### src/rtl/bcd_to_binary_pkg.sv
// rtl/bcd_to_binary_pkg.sv - shared widths, FSM states and digit helpers for the BCD-to-binary converter
package bcd_to_binary_pkg;

  localparam int BCD_DIGIT_W = 4;
  localparam int NUM_DIGITS  = 3;
  localparam int BIN_W       = 10;
  localparam int ITERATIONS  = 10;

  localparam int BCD_W = NUM_DIGITS * BCD_DIGIT_W;
  localparam int SR_W  = BCD_W + BIN_W;
  localparam int CNT_W = 4;

  localparam logic [CNT_W-1:0]       LAST_ITER      = CNT_W'(ITERATIONS - 1);
  localparam logic [BCD_DIGIT_W-1:0] DIGIT_MAX      = 4'd9;
  localparam logic [BCD_DIGIT_W-1:0] DIGIT_ADJ_MIN  = 4'd8;
  localparam logic [BCD_DIGIT_W-1:0] DIGIT_ADJ_SUB  = 4'd3;

  typedef enum logic {
    IDLE = 1'b0,
    CONV = 1'b1
  } state_t;

  // True when every 4-bit field of the packed digit vector is a legal decimal digit.
  function automatic logic bcd_valid(input logic [BCD_W-1:0] v);
    logic ok;
    ok = 1'b1;
    for (int i = 0; i < NUM_DIGITS; i++) begin
      if (v[i*BCD_DIGIT_W +: BCD_DIGIT_W] > DIGIT_MAX) begin
        ok = 1'b0;
      end
    end
    return ok;
  endfunction

endpackage

### src/rtl/bcd_digit_adjust.sv
// rtl/bcd_digit_adjust.sv - reverse double-dabble correction for one BCD digit
module bcd_digit_adjust
  import bcd_to_binary_pkg::*;
(
  input  logic [BCD_DIGIT_W-1:0] d,
  output logic [BCD_DIGIT_W-1:0] q
);

  // A digit that reached 8 after the right shift absorbed a half-ten borrow; pull it back by 3.
  assign q = (d >= DIGIT_ADJ_MIN) ? (d - DIGIT_ADJ_SUB) : d;

endmodule

### src/rtl/bcd_to_binary.sv
// rtl/bcd_to_binary.sv - three-digit BCD to 10-bit binary converter, one shift-and-correct step per cycle
module bcd_to_binary
  import bcd_to_binary_pkg::*;
(
  input  logic                   clk,
  input  logic                   rst,
  input  logic                   start,
  input  logic [BCD_DIGIT_W-1:0] bcd_in1,
  input  logic [BCD_DIGIT_W-1:0] bcd_in2,
  input  logic [BCD_DIGIT_W-1:0] bcd_in3,
  output logic [BIN_W-1:0]       binary_out,
  output logic                   busy,
  output logic                   done,
  output logic                   err
);

  state_t           state;
  logic [SR_W-1:0]  sr;
  logic [SR_W-1:0]  sr_shift;
  logic [SR_W-1:0]  sr_next;
  logic [CNT_W-1:0] cnt;
  logic [BCD_W-1:0] bcd_cat;
  logic             digits_ok;

  assign bcd_cat   = {bcd_in1, bcd_in2, bcd_in3};
  assign digits_ok = bcd_valid(bcd_cat);

  // Register layout is {bcd, bin}; the shift moves the lowest BCD bit into the top of bin.
  assign sr_shift = sr >> 1;
  assign sr_next[BIN_W-1:0] = sr_shift[BIN_W-1:0];

  for (genvar g = 0; g < NUM_DIGITS; g++) begin : g_adj
    bcd_digit_adjust u_adj (
      .d (sr_shift[BIN_W + g*BCD_DIGIT_W +: BCD_DIGIT_W]),
      .q (sr_next [BIN_W + g*BCD_DIGIT_W +: BCD_DIGIT_W])
    );
  end

  always_ff @(posedge clk or posedge rst) begin
    if (rst) begin
      state      <= IDLE;
      sr         <= '0;
      cnt        <= '0;
      binary_out <= '0;
      busy       <= 1'b0;
      done       <= 1'b0;
      err        <= 1'b0;
    end else begin
      done <= 1'b0;
      case (state)
        IDLE: begin
          if (start) begin
            if (digits_ok) begin
              sr    <= {bcd_cat, {BIN_W{1'b0}}};
              cnt   <= '0;
              err   <= 1'b0;
              busy  <= 1'b1;
              state <= CONV;
            end else begin
              // Bad digit: report immediately without ever entering CONV.
              err        <= 1'b1;
              done       <= 1'b1;
              binary_out <= '0;
            end
          end
        end
        CONV: begin
          sr  <= sr_next;
          cnt <= cnt + 1'b1;
          if (cnt == LAST_ITER) begin
            binary_out <= sr_next[BIN_W-1:0];
            done       <= 1'b1;
            busy       <= 1'b0;
            cnt        <= '0;
            state      <= IDLE;
          end
        end
        default: begin
          busy  <= 1'b0;
          state <= IDLE;
        end
      endcase
    end
  end

endmodule

### config.mk
export PLATFORM = sky130hd
export DESIGN_NAME = bcd_to_binary
export DESIGN_NICKNAME = d
export VERILOG_FILES = /design/src/rtl/bcd_to_binary_pkg.sv /design/src/rtl/bcd_digit_adjust.sv /design/src/rtl/bcd_to_binary.sv
export SDC_FILE = /design/constraint.sdc
export NUM_CORES = 1
export LEC_CHECK = 0
export CELL_PAD_IN_SITES_DETAIL_PLACEMENT = 1
export CELL_PAD_IN_SITES_GLOBAL_PLACEMENT = 2
export CORE_MARGIN = 2
export CORE_UTILIZATION = 30
export CTS_BUF_LIST = sky130_fd_sc_hd__clkbuf_16
export CTS_CLUSTER_SIZE = 40
export DETAILED_ROUTE_END_ITERATION = 10
export PLACE_DENSITY_LB_ADDON = 0.1
export SLEW_MARGIN = 20
export SYNTH_ARGS = -nofsm -noshare
export SYNTH_HDL_FRONTEND = slang
export SYNTH_SLANG_ARGS = --single-unit
### constraint.sdc
create_clock -name clk -period 2.7 [get_ports clk]
set_input_delay 0.675 -clock clk [delete_from_list [all_inputs] [get_ports clk]]
set_output_delay 0.675 -clock clk [all_outputs]
set_load 0.03 [all_outputs]
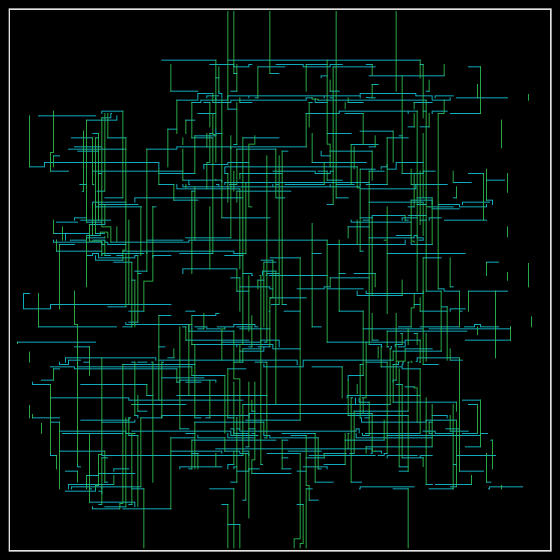
**Above:** metal layers overlaid.
Two of the layers only.
Key: M2 = green [wire length 2,170 microns]; M1 = cyan [wire length 2,150 microns]

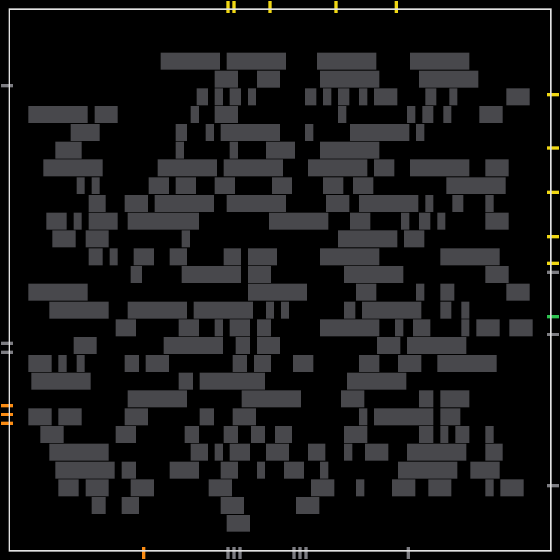
**Above:** pin placement.
Pins as bars across the die edge, other pins in grey.
Key: `binary_out` = yellow [pins 10, direction output, edge 5 north, 5 east]; `bcd_in1` = orange [pins 4, direction input, edge 3 west, 1 south]; `busy` = green [pins 1, direction output, edge east]
All pins by edge: 9 east, 8 south, 6 west, 5 north.

==> flow_results.xml <==
<?xml version="1.0" encoding="UTF-8"?>
<metrics>
  <group name="run_status">
    <metric name="outcome" unit="">complete, no violations</metric>
  </group>
  <group name="final_timing">
    <metric name="tightestPinTransition" unit="ns">0.777</metric>
    <metric name="post_layout_period_usage_of_the_worst_path" unit="">0.805</metric>
    <metric name="hold_violations" unit="">0</metric>
    <metric name="fin_hold_ws" unit="ns">0.501</metric>
    <metric name="setup_viol" unit="">0</metric>
    <metric name="max-slew-margin-rel" unit="">0.480</metric>
    <metric name="timing.setup.tns" unit="ns">0</metric>
    <metric name="fin_ws" unit="ns">0.526</metric>
    <metric name="time_the_final_worst_path_needs_with_i_o_delays_and_setup" unit="ns">2.17</metric>
    <metric name="rsz_0062_raised_after_global_routing" unit="">no</metric>
    <metric name="clock.fmax" unit="GHz">0.460</metric>
    <metric name="timing_max_transition_violations_final" unit="">0</metric>
  </group>
  <group name="floorplanning">
    <metric name="die_y" unit="microns">82.6</metric>
    <metric name="chipArea" unit="sq mm">0.00683</metric>
    <metric name="initial_utilization" unit="">0.312</metric>
    <metric name="rows" unit="">28</metric>
    <metric name="io_pins" unit="">28</metric>
    <metric name="die.size.x" unit="microns">82.6</metric>
    <metric name="core_outline_area" unit="sq mm">0.00596</metric>
    <metric name="tap_cells" unit="">75</metric>
  </group>
  <group name="cells_and_area">
    <metric name="n_all_inverters" unit="">14</metric>
    <metric name="nonClockBufferCount" unit="">32</metric>
    <metric name="final_cell_mix" unit="">dfrtp_1 (39), clkdlybuf4s50_1 (27), nand2_1 (22)</metric>
    <metric name="layout.nonclk_buf_frac" unit="">0.130</metric>
    <metric name="clkCellAreaFrac" unit="">0.0712</metric>
    <metric name="utilization" unit="">0.398</metric>
    <metric name="biggestRegsByFlops" unit="">sr (21), binary_out (10), cnt (4)</metric>
    <metric name="mostFrequentLayoutCell" unit="">dfrtp_1</metric>
    <metric name="num-nets-final" unit="">219</metric>
    <metric name="largest_cell_class" unit="">registers</metric>
    <metric name="largest_reg_flops" unit="">21</metric>
    <metric name="n_clock_buffer" unit="">5</metric>
    <metric name="n_fill_cell" unit="">672</metric>
    <metric name="top_register" unit="">sr</metric>
    <metric name="antenna_cells_inserted" unit="">0</metric>
    <metric name="layout.area.seq" unit="sq um">976</metric>
    <metric name="layout-drive-gt1-share" unit="">0.101</metric>
    <metric name="seq-cell-share" unit="">0.412</metric>
    <metric name="comb_cells" unit="">106</metric>
    <metric name="logic_area" unit="sq um">772</metric>
    <metric name="logic_share_of_the_area" unit="">0.326</metric>
  </group>
  <group name="synthesis">
    <metric name="synth-seq-area-share" unit="">0.526</metric>
    <metric name="flip_flops_with_a_built_in_enable" unit="">0</metric>
    <metric name="synth_warn" unit="">0</metric>
    <metric name="post_synth_instance_area" unit="sq mm">0.00186</metric>
    <metric name="synth_top_flop_cell" unit="">dfrtp_1</metric>
    <metric name="fraction_of_synthesized_cell_area_taken_by_the_top_area_cell_type" unit="">0.526</metric>
    <metric name="synth_area_leader_cell" unit="">dfrtp_1</metric>
    <metric name="yosys-stat-area" unit="sq mm">0.00186</metric>
    <metric name="synthXorXnorAreaFrac" unit="">0.0236</metric>
    <metric name="ys_top_cells_by_area" unit="">dfrtp_1 (53%), a22o_1 (4.7%), nand2_1 (4.5%)</metric>
    <metric name="syn_nets" unit="">189</metric>
    <metric name="yosys.area_share.aoi" unit="">0.204</metric>
    <metric name="ys_types" unit="">35</metric>
    <metric name="logic_family" unit="">AND-OR/OR-AND gates</metric>
    <metric name="synth.cells.most_frequent" unit="">dfrtp_1 (39), nand2_1 (22), inv_1 (14), a21oi_1 (10), a22o_1 (10)</metric>
    <metric name="yosys.area_share.adder" unit="">0.0405</metric>
    <metric name="synthMostInstantiatedCell" unit="">dfrtp_1</metric>
    <metric name="post_synthesis_async_set_or_reset_flop_share" unit="">1.00</metric>
    <metric name="synth_area_per_cell" unit="sq um">11.0</metric>
    <metric name="yosysCellCount" unit="">168</metric>
    <metric name="registers_synthesis" unit="">39</metric>
    <metric name="synthesis.instances" unit="">168</metric>
    <metric name="simple_gate_area_share_of_the_yosys_netlist" unit="">0.131</metric>
    <metric name="mux_area_frac" unit="">0.0169</metric>
  </group>
  <group name="worst_setup_path">
    <metric name="r2r.worst_path.cells" unit="">2</metric>
    <metric name="critPathSlowestCell" unit="">a41oi_4</metric>
    <metric name="worst_path_largest_cell_delay" unit="ns">0.69</metric>
    <metric name="crit_path_end_kind" unit="">flip-flop</metric>
    <metric name="critical_path.startpoint" unit="">bcd_in3[3]</metric>
    <metric name="crit_chain" unit="">clkdlybuf4s50_1, o21ai_2, a41oi_4, a222oi_1</metric>
    <metric name="crit_arrival" unit="ns">2.28</metric>
    <metric name="cp.buffers_inverters" unit="">1</metric>
    <metric name="ff_to_ff_start" unit="">state</metric>
    <metric name="endpoint_of_the_worst_register_to_register_path" unit="">sr[12]</metric>
    <metric name="timing_worst_setup_path_type" unit="">primary input to flip-flop</metric>
    <metric name="timing.critical_path.max_delay_family" unit="">AND-OR/OR-AND gates</metric>
    <metric name="crit_path_start_kind" unit="">primary input</metric>
    <metric name="ff2ff_setup_slack" unit="ns">1.03</metric>
    <metric name="timing.critical_path.required" unit="ns">2.81</metric>
    <metric name="path_depth" unit="">4</metric>
    <metric name="worst-path-max-fanout" unit="">23</metric>
    <metric name="critPathCapture" unit="">sr[12]</metric>
  </group>
  <group name="run">
    <metric name="count_of_warning_messages_emitted_by_the_tools" unit="">31</metric>
    <metric name="drv.max_cap_violation_count" unit="">0</metric>
  </group>
  <group name="global_routing">
    <metric name="grt_use_total" unit="">0.152</metric>
    <metric name="grt_pass1_wl" unit="mm">7.75</metric>
    <metric name="globalRoute.totalOverflow" unit="">0</metric>
    <metric name="grt_max_degree" unit="">40</metric>
    <metric name="first_global_vias" unit="">1502</metric>
    <metric name="antenna_found_initial" unit="">0</metric>
  </group>
  <group name="place">
    <metric name="portBuffers" unit="">27</metric>
    <metric name="gp_congestion" unit="">0.725</metric>
    <metric name="pre_cts_slack" unit="ns">0.221</metric>
    <metric name="dpl.hpwl" unit="mm">3.10</metric>
  </group>
  <group name="drt">
    <metric name="drc_errors" unit="">0</metric>
    <metric name="routed_wire_length_per_instance" unit="microns">16.3</metric>
    <metric name="dr_total_vias" unit="">1364</metric>
    <metric name="drt_iter0_drc" unit="">48</metric>
    <metric name="antenna_violating_nets_post_route" unit="">0</metric>
    <metric name="vias_per_cell" unit="">4.98</metric>
    <metric name="drt_first_pass_iters" unit="">4</metric>
    <metric name="drt-total-wl" unit="mm">4.47</metric>
  </group>
  <group name="min_path">
    <metric name="hold_path.class" unit="">flip-flop to flip-flop</metric>
    <metric name="hold_wc_startpoint" unit="">sr[21]</metric>
    <metric name="hold_path_end" unit="">sr[21]</metric>
    <metric name="min_path_cells" unit="">1</metric>
  </group>
  <group name="clocking">
    <metric name="cts_repair_resize_count" unit="">0</metric>
    <metric name="clock_tree_from_tritoncts" unit="">yes</metric>
    <metric name="cts_root_buffer" unit="">clkbuf_16</metric>
    <metric name="h-tree-depth" unit="">2</metric>
    <metric name="cts.repair_timing.setup_buffer_count" unit="">0</metric>
    <metric name="count_of_hold_fix_buffers_inserted_at_cts" unit="">0</metric>
    <metric name="clock_path_buffers" unit="">2</metric>
    <metric name="clock_pin_transition_on_the_worst_setup_and_hold_timing_paths" unit="ns">0.06</metric>
    <metric name="cts_made_buffers" unit="">5</metric>
  </group>
  <group name="power">
    <metric name="power_per_cell_area" unit="mW/mm^2">1130</metric>
    <metric name="p_leak" unit="nW">1.03</metric>
    <metric name="peakVddDrop" unit="mV">0.556</metric>
    <metric name="totalPowerFinal" unit="mW">2.69</metric>
  </group>
</metrics>
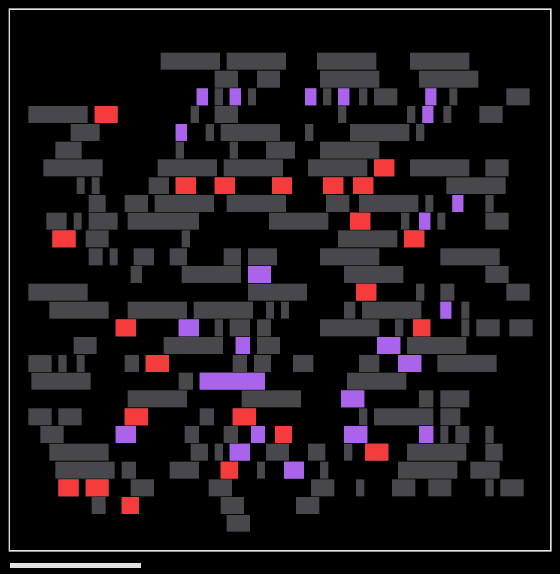
**Above:** selected gate families.
Scale bar: 20 microns.
Key: aoi and oai cells = purple [cells 23, most used a21oi_1]; non-inverting ao/oa cells = red [cells 22, most used a22o_1]

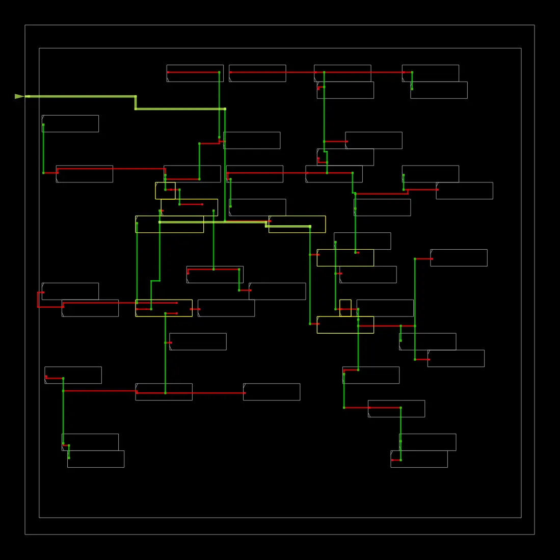
**Above:** clock routing.
power attributed to the clock group: 0.664 mW
Final Skew: 0.00222 ns
Late-Pin Clk Latency: 0.27 ns
registers: 39
clock sinks: 39

[per-stage QoR]
step	instance area [sq um]	std cells
3_3_place_gp	2200	266
4_1_cts	2370	274
6_report	2370	274
3_5_place_dp	2200	266
5_1_grt	2370	274
2_1_floorplan	1860	168
[metal layers]
metal / GRT usage / vias to the layer above / part of all wire / wire [microns]
met4: 0.0410 / 0 / 0 / 0
met5: 0 / - / 0 / 0
li1: - / 659 / - / -
met3: 0.0304 / 0 / 0.032 / 145
met2: 0.248 / 28 / 0.49 / 2170
met1: 0.205 / 677 / 0.48 / 2150
[power breakdown]
part	switching [mW]	total (mW)	leakage [nW]	internal, mW
Clock	0.229	0.664	0.0838	0.435
Combinational	0.510	0.992	0.447	0.482
Sequential	0.214	1.03	0.500	0.820
No activity file was given, so power comes from the tool's default toggle rates.
